[src/rtl/data_sram_ctrl.sv]
// data_sram_ctrl: two-port access controller / arbiter in front of the
// 64-bit-word data_sram. Converts byte-addressed 1/2/4/8-byte loads and
// stores into whole-word SRAM accesses; sub-word stores are read-modify-write.
// Optional build macro: DSC_RR_ARB_EN selects round-robin arbitration
// (default: fixed priority, port 0 wins).
`timescale 1ns/1ps
module data_sram_ctrl #(
  parameter int ADDR_W = 7
) (
  input  logic         clk,
  input  logic         resetn,
  input  logic [1:0]   req,
  input  logic [1:0]   req_wr,
  input  logic [3:0]   req_size,
  input  logic [127:0] req_addr,
  input  logic [127:0] req_wdata,
  output logic [1:0]   gnt,
  output logic [1:0]   resp_valid,
  output logic [63:0]  resp_rdata,
  output logic         resp_err,
  output logic         sram_en,
  output logic         sram_wen,
  output logic [63:0]  sram_addr,
  output logic [63:0]  sram_wdata,
  input  logic [63:0]  sram_rdata
);

  typedef enum logic [1:0] {IDLE, ACC, MRG, RESP} state_t;

  state_t              r_state, w_next;
  logic                r_id, r_wr, r_err;
  logic [1:0]          r_size;
  logic [ADDR_W+2:0]   r_addr;
  logic [63:0]         r_wdata, r_buf, r_rdata;

  logic                w_win, w_grant, w_mis;
  logic [1:0]          w_sel_size;
  logic [ADDR_W+2:0]   w_sel_addr;
  logic [63:0]         w_sel_wdata, w_index;
  logic [5:0]          w_shift;
  logic                w_unused;

  // Byte mask covering 1/2/4/8 low bytes.
  function automatic logic [63:0] size_mask(input logic [1:0] sz);
    case (sz)
      2'b00:   return 64'h0000_0000_0000_00FF;
      2'b01:   return 64'h0000_0000_0000_FFFF;
      2'b10:   return 64'h0000_0000_FFFF_FFFF;
      default: return 64'hFFFF_FFFF_FFFF_FFFF;
    endcase
  endfunction

  // Natural alignment check of the access size against the byte lane.
  function automatic logic misaligned(input logic [1:0] sz, input logic [2:0] lane);
    case (sz)
      2'b01:   return lane[0];
      2'b10:   return |lane[1:0];
      2'b11:   return |lane;
      default: return 1'b0;
    endcase
  endfunction

  // Replace bytes [lane, lane+nbytes) of old with the low bytes of wd.
  function automatic logic [63:0] merge_bytes(input logic [63:0] old, input logic [63:0] wd,
                                              input logic [1:0] sz, input logic [2:0] lane);
    logic [63:0] m;
    logic [5:0]  sh;
    sh = {lane, 3'b000};
    m  = size_mask(sz) << sh;
    return (old & ~m) | ((wd << sh) & m);
  endfunction

  // Upper address bits are not decoded by this 128-word memory.
  assign w_unused = ^{req_addr[127:64+ADDR_W+3], req_addr[63:ADDR_W+3]};

`ifdef DSC_RR_ARB_EN
  logic r_rr_ptr;

  // Winner: preferred port on contention, otherwise whichever requests.
  always_comb begin
    w_win = (req == 2'b11) ? r_rr_ptr : req[1];
  end

  // Round-robin pointer moves to the port that did not just win.
  always_ff @(posedge clk or negedge resetn) begin
    if (!resetn)      r_rr_ptr <= 1'b0;
    else if (w_grant) r_rr_ptr <= ~w_win;
  end
`else
  // Winner: port 0 whenever it requests, else port 1.
  always_comb begin
    w_win = ~req[0];
  end
`endif

  assign w_grant     = (r_state == IDLE) && (|req) && resetn;
  assign w_sel_size  = w_win ? req_size[3:2] : req_size[1:0];
  assign w_sel_addr  = w_win ? req_addr[64+ADDR_W+2:64] : req_addr[ADDR_W+2:0];
  assign w_sel_wdata = w_win ? req_wdata[127:64] : req_wdata[63:0];
  assign w_mis       = misaligned(w_sel_size, w_sel_addr[2:0]);
  assign w_index     = {{(64-ADDR_W){1'b0}}, r_addr[ADDR_W+2:3]};
  assign w_shift     = {r_addr[2:0], 3'b000};

  // State and latched control fields.
  always_ff @(posedge clk or negedge resetn) begin
    if (!resetn) begin
      r_state <= IDLE;
      r_id    <= 1'b0;
      r_wr    <= 1'b0;
      r_size  <= 2'b00;
      r_err   <= 1'b0;
    end else begin
      r_state <= w_next;
      if (w_grant) begin
        r_id   <= w_win;
        r_wr   <= w_win ? req_wr[1] : req_wr[0];
        r_size <= w_sel_size;
        r_err  <= w_mis;
      end
    end
  end

  // Latched address/data, load result and merge buffer.
  always_ff @(posedge clk) begin
    if (w_grant) begin
      r_addr  <= w_sel_addr;
      r_wdata <= w_sel_wdata;
      r_rdata <= '0;
    end else if (r_state == ACC) begin
      if (!r_wr) r_rdata <= (sram_rdata >> w_shift) & size_mask(r_size);
      r_buf <= sram_rdata;
    end
  end

  // Next state, grant, SRAM strobes and response decode.
  always_comb begin
    w_next     = r_state;
    gnt        = 2'b00;
    resp_valid = 2'b00;
    resp_rdata = '0;
    resp_err   = 1'b0;
    sram_en    = 1'b0;
    sram_wen   = 1'b0;
    sram_addr  = '0;
    sram_wdata = '0;
    case (r_state)
      IDLE: begin
        if (w_grant) begin
          gnt[w_win] = 1'b1;
          w_next     = w_mis ? RESP : ACC;
        end
      end
      ACC: begin
        sram_en   = 1'b1;
        sram_addr = w_index;
        if (r_wr && (r_size == 2'b11)) begin
          sram_wen   = 1'b1;
          sram_wdata = r_wdata;
          w_next     = RESP;
        end else if (r_wr) begin
          w_next = MRG;
        end else begin
          w_next = RESP;
        end
      end
      MRG: begin
        sram_en    = 1'b1;
        sram_wen   = 1'b1;
        sram_addr  = w_index;
        sram_wdata = merge_bytes(r_buf, r_wdata, r_size, r_addr[2:0]);
        w_next     = RESP;
      end
      RESP: begin
        resp_valid[r_id] = 1'b1;
        resp_err         = r_err;
        resp_rdata       = (r_wr || r_err) ? 64'd0 : r_rdata;
        w_next           = IDLE;
      end
      default: w_next = IDLE;
    endcase
  end

endmodule

[config.mk]
export PLATFORM = sky130hd
export DESIGN_NAME = data_sram_ctrl
export DESIGN_NICKNAME = d
export VERILOG_FILES = /design/src/rtl/data_sram_ctrl.sv
export SDC_FILE = /design/constraint.sdc
export NUM_CORES = 1
export LEC_CHECK = 0
export CAP_MARGIN = 20
export CORE_AREA = 3 3 205 207
export DETAILED_ROUTE_END_ITERATION = 10
export DIE_AREA = 0 0 208 210
export PLACE_DENSITY_LB_ADDON = 0.15
export SLEW_MARGIN = 25
export SYNTH_ARGS = -nofsm -noshare
export SYNTH_HDL_FRONTEND = slang
export SYNTH_SLANG_ARGS = --single-unit
[constraint.sdc]
create_clock -name clk -period 4.1 [get_ports clk]
set_clock_uncertainty 0.05 [all_clocks]
set_input_delay 0.41 -clock clk [delete_from_list [all_inputs] [get_ports clk]]
set_output_delay 0.41 -clock clk [all_outputs]
set_load 0.02 [all_outputs]
### Routed metal per tile

21 x 21 tiles, from dark blue (low) to red (high), scaled to the fullest tile. Values are wire area over tile area, all layers added.
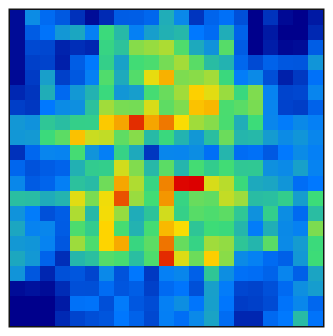
mean over tiles: 0.20
tiles over half the peak: 25%
densest ninth of the die: center

### Power grid

The bar under the picture is 50 um long. Pins as bars on the die edge. Tap cells in gray.
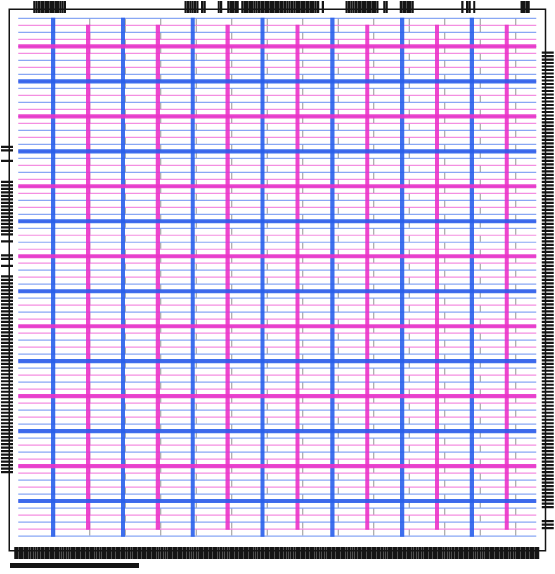
legend:
  blue:
    net: VSS
  magenta:
    net: VDD
met5 straps: 14
met4 straps: 14
rows: 74
tap cells: 532
met1 rails: 75
Max VDD drop: 0.000366 V
y dimension of the die: 210 um
core area: 40600 um2
die width: 208 um

==> notes.md <==
The implementation run finished. In this run the deepest clock path goes through 3 buffers. Per the OpenROAD floorplan log, the area of the die is 43700 um2. After floorplanning, the core was divided into 74 placement rows. Final routed wire length divided by cell count landed at 27.1 um. Multi-input gate area in the final layout landed at 6340 um2. Along the critical path, the tally of buffer and inverter instances is 1. Number of diodes landed at 0.

Dividing the final minimum period by the clock period gives 95.8%. For the worst reg-to-reg path, the endpoint reported by OpenROAD is r_rdata[15]. Area share of and-or/or-and cells after synthesis landed at 16.1%. Summed over all nets, wire length on met2 after detailed routing comes to 24800 um.

The flow ran to the end, and the final reports show no timing, DRC or antenna violations. In the synthesized netlist, the dominant kind of combinational cell is multiplexers. The design has 209 sequential cells. Synthesis inferred 209 register bits.

The critical path is of the reg2out type. 794 cells are multi-input combinational gates. Once iteration 0 of detailed routing completed, the report listed 992 DRC markers. Final-layout worst hold slack landed at 109 ps. The first global-routing pass estimated 77100 um of wire. For this run the top cell type by instance count after synthesis was mux2_2.

The via count of the first global-routing pass came to 10800. By area the synthesized netlist is led by edfxtp_1 (33%), mux2_2 (12%), dfxtp_1 (10%). Between the synthesized netlist and the finished layout, the area growth was recorded as 36.5%. The synthesis report gives the async set-or-reset register share as 3.35%. The pin closest to its max-slew limit shows a slew of 1020 ps. The synthesized netlist handed to floorplanning was reported with a cell count of 1109. Number of clock sinks landed at 209.

In the synthesized netlist the dominant register cell turns out to be edfxtp_1. Longest individual stage delay on the worst path landed at 890 ps. Leaving out the clock tree, the finished layout contains an inverter count of 23. According to the I/O placement log, the pin count is 529. Maximum level of the CTS H-tree landed at 1. Number of iterations in the first detailed-routing pass landed at 5.

The top cell types in the final layout, fill and taps aside, are clkdlybuf4s50_1 (337), mux2_2 (140), edfxtp_1 (138). After detailed routing, no signal wire sits above met5. Mux contribution to synthesized area landed at 20.8%. Count of flip-flops with a built-in enable after synthesis landed at 138. Estimated wirelength of the detail-placed design landed at 42100 um. For this block, the routed nets add up to 54300 um of wire. Summed over all failing endpoints, the final setup total negative slack is 0 ps. According to the finish report, the design has a final net count of 1786. In the final layout, non-clock buffers account for 22.2% of the cell area.

The fraction of final cell area spent on clock buffers and inverters in this run is 4.43%. Total routing usage reported by global routing landed at 23.7%. STA classifies the critical path startpoint as a register. Source-to-sink clock delay at the later pin of the worst-skew pair landed at 550 ps. Number of well-tap cells placed landed at 532. In the final design, more cell area goes to combinational gates than to any other class. The fraction of cell area in multi-input combinational cells is reported as 36.6%. Final worst-path setup slack landed at 171 ps.

The routed design could run at a clock period as short as 3930 ps. The worst register-to-register path begins at r_state[1]. After detailed routing, the number of remaining DRC violations is 0. Global routing put the most usage on met2.

The detail route stage leaves a number of antenna-violating nets equal to 0. After detailed placement, the design holds a cell count of 1956. The critical path's slowest stage uses the library cell edfxtp_1. The setup check on the worst reg-to-reg path leaves a slack of 1060 ps. Final tally of max-slew violations landed at 0. For this run, the register share of the synthesized area comes to 44.2%.

Arrival time of the worst setup path landed at 3470 ps. TritonCTS built the clock tree. Fill cells in the final layout number 3952. Buffers added to address setup during post-CTS repair amount to 0. Timing analysis after detailed placement gives a worst setup slack of 828 ps.

Per the placement log, port buffering inserted 363 buffers. The biggest area contributor in the post-synthesis netlist is edfxtp_1. Chip area from the yosys synthesis statistics landed at 12700 um2.

Of the total synthesized cell area, the portion taken by XOR and XNOR cells is 0%. Met2 usage in global routing landed at 38.2%. Number of clock buffers in the layout landed at 29. Synthesized cell area landed at 12700 um2. Last weighted congestion value of the routability-driven placer landed at 0.895.
### Cell classes on the final placement

Fill, decap, tap and diode cells in gray.
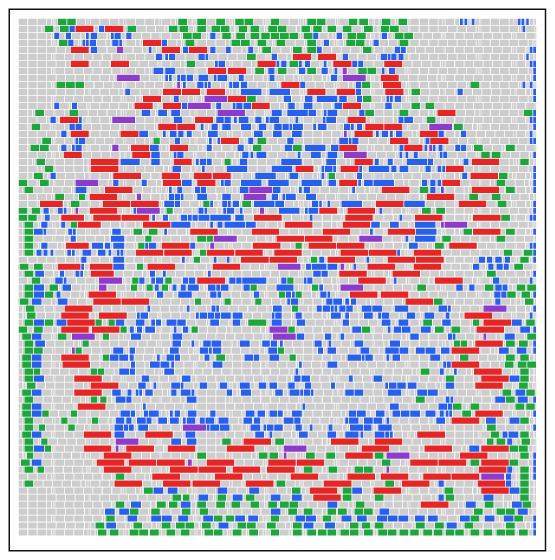
legend:
  blue:
    class: combinational and other logic
    cells: 817
    share_of_their_area: 39%
  green:
    class: other buffers and delay cells
    cells: 398
    share_of_their_area: 23%
  purple:
    class: clock drivers and dummy loads
    cells: 46
    share_of_their_area: 4.6%
  red:
    class: flops
    cells: 209
    share_of_their_area: 34%
final cell area excluding filler cells: 17300 um2
fin util: 42.7%

==> worst max-delay path by stage <==
stage / endpoint / slack, ps / depth (start not counted)
final: sram_wdata[36] / 170 / 5
after global routing: sram_wdata[36] / 110 / 5
after CTS: sram_wdata[33] / 230 / 5
after detailed placement: sram_wdata[33] / 830 / 5
after global placement: sram_wdata[37] / 820 / 6
after floorplan: r_addr[0] / 190 / 6
==> sequential cells by signal (all words and copies together), names as in the netlist <==
register	flops
r_buf	64
r_rdata	64
r_wdata	64
r_addr	10
r_size	2
r_state	2
r_err	1
r_id	1
r_wr	1
==> report_power, final <==
part	internal [mW]	switching (mW)	leakage, nW
Sequential	2.88	0.386	1.89
Combinational	1.55	2.26	4.00
Clock	1.19	0.924	0.374
No activity file was given, so power comes from the tool's default toggle rates.
